`src/rtl/hex2decdigi_seq.sv`:
```
// Serial binary-to-BCD converter (double dabble, one bit per clock) with
// 7-segment encoding, optional leading-zero blanking and overflow dashes.
module hex2decdigi_seq #(
  parameter int WIDTH    = 8,
  parameter int DIGITS   = 3,
  parameter int BLANK_LZ = 0
) (
  input  logic                  clock,
  input  logic                  rst,
  input  logic                  hex_valid,
  input  logic [WIDTH-1:0]      hex,
  output logic                  busy,
  output logic                  done,
  output logic                  overflow,
  output logic [4*DIGITS-1:0]   bcd,
  output logic [7*DIGITS-1:0]   digi
);

  localparam int ND = (WIDTH + 2) / 3 + 1;
  localparam int BW = 4 * ND;
  localparam int ED = (ND > DIGITS) ? ND : DIGITS;
  localparam int EW = 4 * ED;
  localparam int CW = $clog2(WIDTH + 1);

  typedef enum logic [1:0] {IDLE, CONV, OUT} state_t;

  state_t             state, state_nxt;
  logic               load_hex, load_pend;
  logic               pend_full;
  logic [WIDTH-1:0]   pend_hex;
  logic [WIDTH-1:0]   shift_q;
  logic [BW-1:0]      work_q;
  logic [BW-1:0]      work_adj;
  logic [CW-1:0]      cnt;
  logic [EW-1:0]      ext;
  logic               ovf_c;

  function automatic logic [6:0] seg7(input logic [3:0] d);
    logic [6:0] s;
    case (d)
      4'd0:    s = 7'h3F;
      4'd1:    s = 7'h06;
      4'd2:    s = 7'h5B;
      4'd3:    s = 7'h4F;
      4'd4:    s = 7'h66;
      4'd5:    s = 7'h6D;
      4'd6:    s = 7'h7D;
      4'd7:    s = 7'h07;
      4'd8:    s = 7'h7F;
      4'd9:    s = 7'h6F;
      default: s = 7'h00;
    endcase
    return s;
  endfunction

  function automatic logic [BW-1:0] add3(input logic [BW-1:0] v);
    logic [BW-1:0] r;
    r = v;
    for (int i = 0; i < ND; i++)
      if (v[4*i +: 4] >= 4'd5) r[4*i +: 4] = v[4*i +: 4] + 4'd3;
    return r;
  endfunction

  function automatic logic has_ovf(input logic [EW-1:0] v);
    logic r;
    r = 1'b0;
    for (int i = DIGITS; i < ED; i++)
      if (v[4*i +: 4] != 4'd0) r = 1'b1;
    return r;
  endfunction

  // Scans from the most significant displayed digit so blanking stops at the
  // first nonzero digit; overflow overrides everything with dashes.
  function automatic logic [7*DIGITS-1:0] encode(input logic [EW-1:0] v, input logic ovf);
    logic [7*DIGITS-1:0] r;
    logic                lead;
    logic [3:0]          d;
    r    = '0;
    lead = 1'b1;
    for (int i = DIGITS - 1; i >= 0; i--) begin
      d = v[4*i +: 4];
      if (ovf) begin
        r[7*i +: 7] = 7'h40;
      end else if (BLANK_LZ != 0 && lead && i > 0 && d == 4'd0) begin
        r[7*i +: 7] = 7'h00;
      end else begin
        r[7*i +: 7] = seg7(d);
        lead        = 1'b0;
      end
    end
    return r;
  endfunction

  assign work_adj = add3(work_q);
  assign ext      = EW'(work_q);
  assign ovf_c    = has_ovf(ext);
  assign busy     = (state != IDLE) || pend_full;

  always_comb begin
    state_nxt = state;
    load_hex  = 1'b0;
    load_pend = 1'b0;
    case (state)
      IDLE: begin
        if (hex_valid) begin
          load_hex  = 1'b1;
          state_nxt = CONV;
        end
      end
      CONV: begin
        if (cnt == CW'(1)) state_nxt = OUT;
      end
      OUT: begin
        if (hex_valid) begin
          load_hex  = 1'b1;
          state_nxt = CONV;
        end else if (pend_full) begin
          load_pend = 1'b1;
          state_nxt = CONV;
        end else begin
          state_nxt = IDLE;
        end
      end
      default: state_nxt = IDLE;
    endcase
  end

  // Control and visible outputs
  always_ff @(posedge clock) begin
    if (rst) begin
      state     <= IDLE;
      pend_full <= 1'b0;
      done      <= 1'b0;
      overflow  <= 1'b0;
      bcd       <= '0;
      digi      <= encode('0, 1'b0);
    end else begin
      state <= state_nxt;
      done  <= (state == OUT);
      if (state == CONV && hex_valid)
        pend_full <= 1'b1;
      else if (load_pend)
        pend_full <= 1'b0;
      if (state == OUT) begin
        overflow <= ovf_c;
        bcd      <= ext[4*DIGITS-1:0];
        digi     <= encode(ext, ovf_c);
      end
    end
  end

  // Conversion datapath; contents are don't-care until loaded
  always_ff @(posedge clock) begin
    if (state == CONV && hex_valid) pend_hex <= hex;
    if (load_hex || load_pend) begin
      shift_q <= load_hex ? hex : pend_hex;
      work_q  <= '0;
      cnt     <= CW'(WIDTH);
    end else if (state == CONV) begin
      work_q  <= {work_adj[BW-2:0], shift_q[WIDTH-1]};
      shift_q <= shift_q << 1;
      cnt     <= cnt - 1'b1;
    end
  end

endmodule

```
`config.mk`:
```
export PLATFORM = sky130hd
export DESIGN_NAME = hex2decdigi_seq
export DESIGN_NICKNAME = d
export VERILOG_FILES = /design/src/rtl/hex2decdigi_seq.sv
export SDC_FILE = /design/constraint.sdc
export NUM_CORES = 1
export LEC_CHECK = 0
export CELL_PAD_IN_SITES_DETAIL_PLACEMENT = 1
export CELL_PAD_IN_SITES_GLOBAL_PLACEMENT = 1
export CORE_MARGIN = 3
export CORE_UTILIZATION = 40
export CTS_CLUSTER_SIZE = 24
export DETAILED_ROUTE_END_ITERATION = 8
export PLACE_DENSITY = 0.7
export SLEW_MARGIN = 20
export SYNTH_ARGS = -nofsm -noshare
export SYNTH_HDL_FRONTEND = slang
export SYNTH_SLANG_ARGS = --single-unit
```
`constraint.sdc`:
```
create_clock -name clock -period 3.1 [get_ports clock]
set_clock_uncertainty 0.1 [all_clocks]
set_input_delay 0.62 -clock clock [delete_from_list [all_inputs] [get_ports clock]]
set_output_delay 0.62 -clock clock [all_outputs]
set_load 0.1 [all_outputs]
```
class_map.png
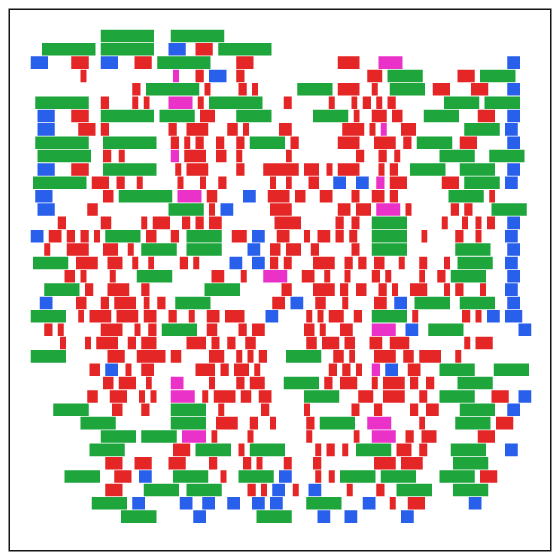
[clock drivers and dummy loads] magenta | cells: 16
[registers] green | cells: 95
[remaining buffers and delay cells] blue | cells: 61
[remaining logic cells] red | cells: 329
Cell Rows: 37
design area: 5010 sq um
flop share of the area: 0.411
fin util: 0.481
area of the core: 10400 sq um

clock_wires.png
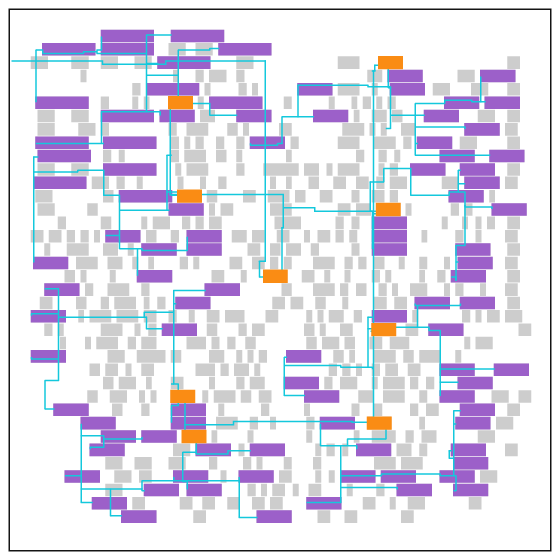
[clock wires] cyan | length: 1200 um
[clock-net drivers] orange | count: 9
[flip-flops] purple | count: 95
flops lie: all over the die
routed clock nets: 10
Clk pwr share: 0.283
Clk Latency, worst-skew pair: 0.37 ns
Clk. pwr: 0.731 mW

==> flow_metrics.py <==
# Synthesis and PnR figures
metrics = {
    "global_routing": {
        "grt_pass1_wl_um": 16800,
        "use_met3": 0.0367,
        "grt_antenna_before_repair": 0,
        "grtUsageMet1": 0.234,
        "track_usage": 0.179,
        "grtUsageMet2": 0.293,
        "grt_pass1_vias": 3443,
        "overflow": 0,
        "busiest_layer": "met2",
        "grt_max_degree": 41,
    },
    "worst_setup_path": {
        "rrSetupSlack_ns": 0.25,
        "crit_top_cell": "ha_1",
        "crit_fanout": 9,
        "crit_cells": 10,
        "cp-end-kind": "flip-flop",
        "cp_num_buf_inv": 2,
        "critPathLaunch": "ext[8]",
        "r2r_start": "ext[8]",
        "cp_slowest_stage_delay_ns": 0.71,
        "worst_path_max_delay_cell": "a2111oi_0",
        "crit_arrival_ns": 3.00,
        "crit_path_cell_trace": "inv_1, ha_1, nand2b_1, a211oi_1, a2111oi_0, a21oi_1, buf_4, ha_1, nand2_1, o2bb2ai_1",
        "rr_worst_depth": 10,
        "worstSetupPathType": "flip-flop to flip-flop",
        "path_delay_family": "AND-OR/OR-AND gates",
        "crit_required_ns": 3.25,
        "start_kind": "flip-flop",
    },
    "synth": {
        "flop_cell": "dfxtp_1",
        "numSynthFlops": 95,
        "yosys-stat-area_sq_um": 4330,
        "yosys-top-cells-count": "dfxtp_1, nand2_1, a21oi_1",
        "most_common_cell": "dfxtp_1",
        "synthCells": 452,
        "syn_area_sq_um": 4330,
        "ys_sh_xor": 0.0101,
        "ys_sh_adder": 0.0839,
        "top_logic_kind": "AND-OR/OR-AND gates",
        "yosysWarnings": 0,
        "yosysTopAreaCell": "dfxtp_1",
        "synth.avg_cell_area_sq_um": 9.57,
        "synth_cell_types": 59,
        "fp_nets": 492,
        "yosys.area_share.simple": 0.150,
        "synthArstFlopShare": 0,
        "yosysCellCount": 452,
        "aoi_share": 0.191,
        "top_area_frac": 0.366,
        "mux_area_frac": 0.0350,
        "area_leaders": "dfxtp_1, edfxtp_1, ha_1, nand2_1, a221o_1",
        "ys_seq_share": 0.477,
        "synth-edff-count": 16,
    },
    "power": {
        "switchingPower_mw": 0.750,
        "power.group.top": "sequential cells",
        "powerSeq_mw": 1.42,
        "p_leak_nw": 2.03,
        "internal-power_mw": 1.83,
        "swShare": 0.291,
        "pwr-share-comb": 0.166,
        "power_density_nw_per_um2": 515,
        "peakVddDrop_mv": 0.225,
        "power_mw": 2.58,
        "p_comb_mw": 0.427,
        "power_frac_seq": 0.551,
    },
    "min_path": {
        "hp-class": "flip-flop to flip-flop",
        "holdCritStartpoint": "bcd[2]",
        "min_to": "bcd[2]",
        "timing.hold.worst_path_depth": 2,
    },
    "route": {
        "met3_wirelength_um": 303,
        "ant_nets": 0,
        "wl_per_cell_um": 15.8,
        "wl_met1_um": 4870,
        "viasPerCell": 5.33,
        "vias": 3396,
        "drt-total-wl_um": 10100,
        "drtIter0Drc": 149,
        "route.met2.wl_um": 4700,
        "top_layer": "met4",
        "firstDrtPassIters": 4,
        "drc_errors": 0,
    },
    "final_timing": {
        "finalMaxSlewViolations": 0,
        "rsz0062_at_grt": "false",
        "fin_crit_ns": 2.85,
        "hold_slack_ns": 0.358,
        "tightest_slew_ns": 0.778,
        "slew-limit-headroom": 0.468,
        "fin_tns_setup_ns": 0,
        "setup_ws_ns": 0.245,
        "clock.fmax_mhz": 350,
        "setup_viol": 0,
        "hold_violations": 0,
        "finalClockPeriodUsage": 0.921,
    },
    "finish": {
        "comb_share": 0.405,
        "logic_gates": 304,
        "buffers": 61,
        "most-common-layout-cells": "dfxtp_1, buf_4, nand2_1",
        "lay_top_count": "dfxtp_1",
        "seq_area_sq_um": 2060,
        "final_cells": 637,
        "nFillCells": 1231,
        "comb_area_sq_um": 2030,
        "inv_count": 25,
        "buffer_area_frac": 0.0964,
        "drive_gt1_frac": 0.156,
        "fin_nets": 536,
        "area_growth_pct": 15.8,
        "antenna_cells": 0,
        "clk_share": 0.0335,
        "largestClassByArea": "sequential cells",
    },
    "die": {
        "die_h_um": 110,
        "fp.dieW_um": 110,
        "chip_area_sq_um": 12100,
        "pin_count": 47,
        "n_tap_cell": 136,
        "fp-utilization": 0.415,
    },
    "clock_network": {
        "path_clk_slew_ns": 0.09,
        "cts_max_level": 3,
        "cts_num_sinks": 95,
        "cts_hold_buf": 0,
        "post-cts-setup-buffer-count": 0,
        "cts.repair.resized": 0,
        "numCtsBuffers": 9,
        "clockBufferDepth": 2,
        "cts_tree": "done",
        "cts-root-buf": "clkbuf_8",
    },
    "placement": {
        "port_buffers": 46,
        "place_congestion": 0.833,
        "dp.final_hpwl_um": 7230,
        "pre_cts_ws_ns": 0.123,
        "dpl_cell_area_sq_um": 4840,
        "placed_cells": 621,
    },
    "run": {
        "cap_violations": 0,
        "warning_count": 47,
    },
    "outcome": {
        "status": "complete, no violations",
    },
}
clock_nets.png
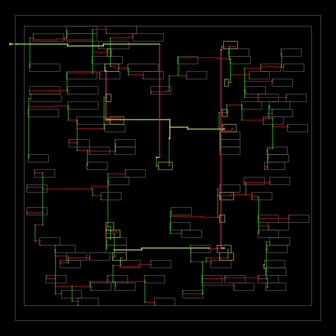
clock buffers: 12
Seq cells: 95

ff_map.png
Bar = 20 um. Other sequential cells in the stronger gray, the rest of the logic in the fainter gray.
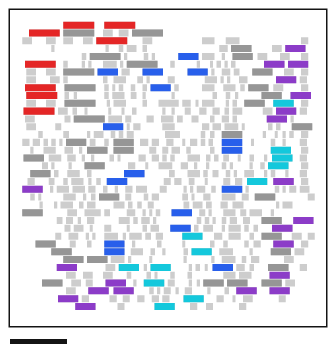
[`pend_hex`] red | placed flops: 8 | where: upper left
[`bcd`] cyan | placed flops: 12
[`ext`] blue | placed flops: 16
[`digi`] purple | placed flops: 21 | where: all over the die

No activity file was given, so power comes from the tool's default toggle rates.
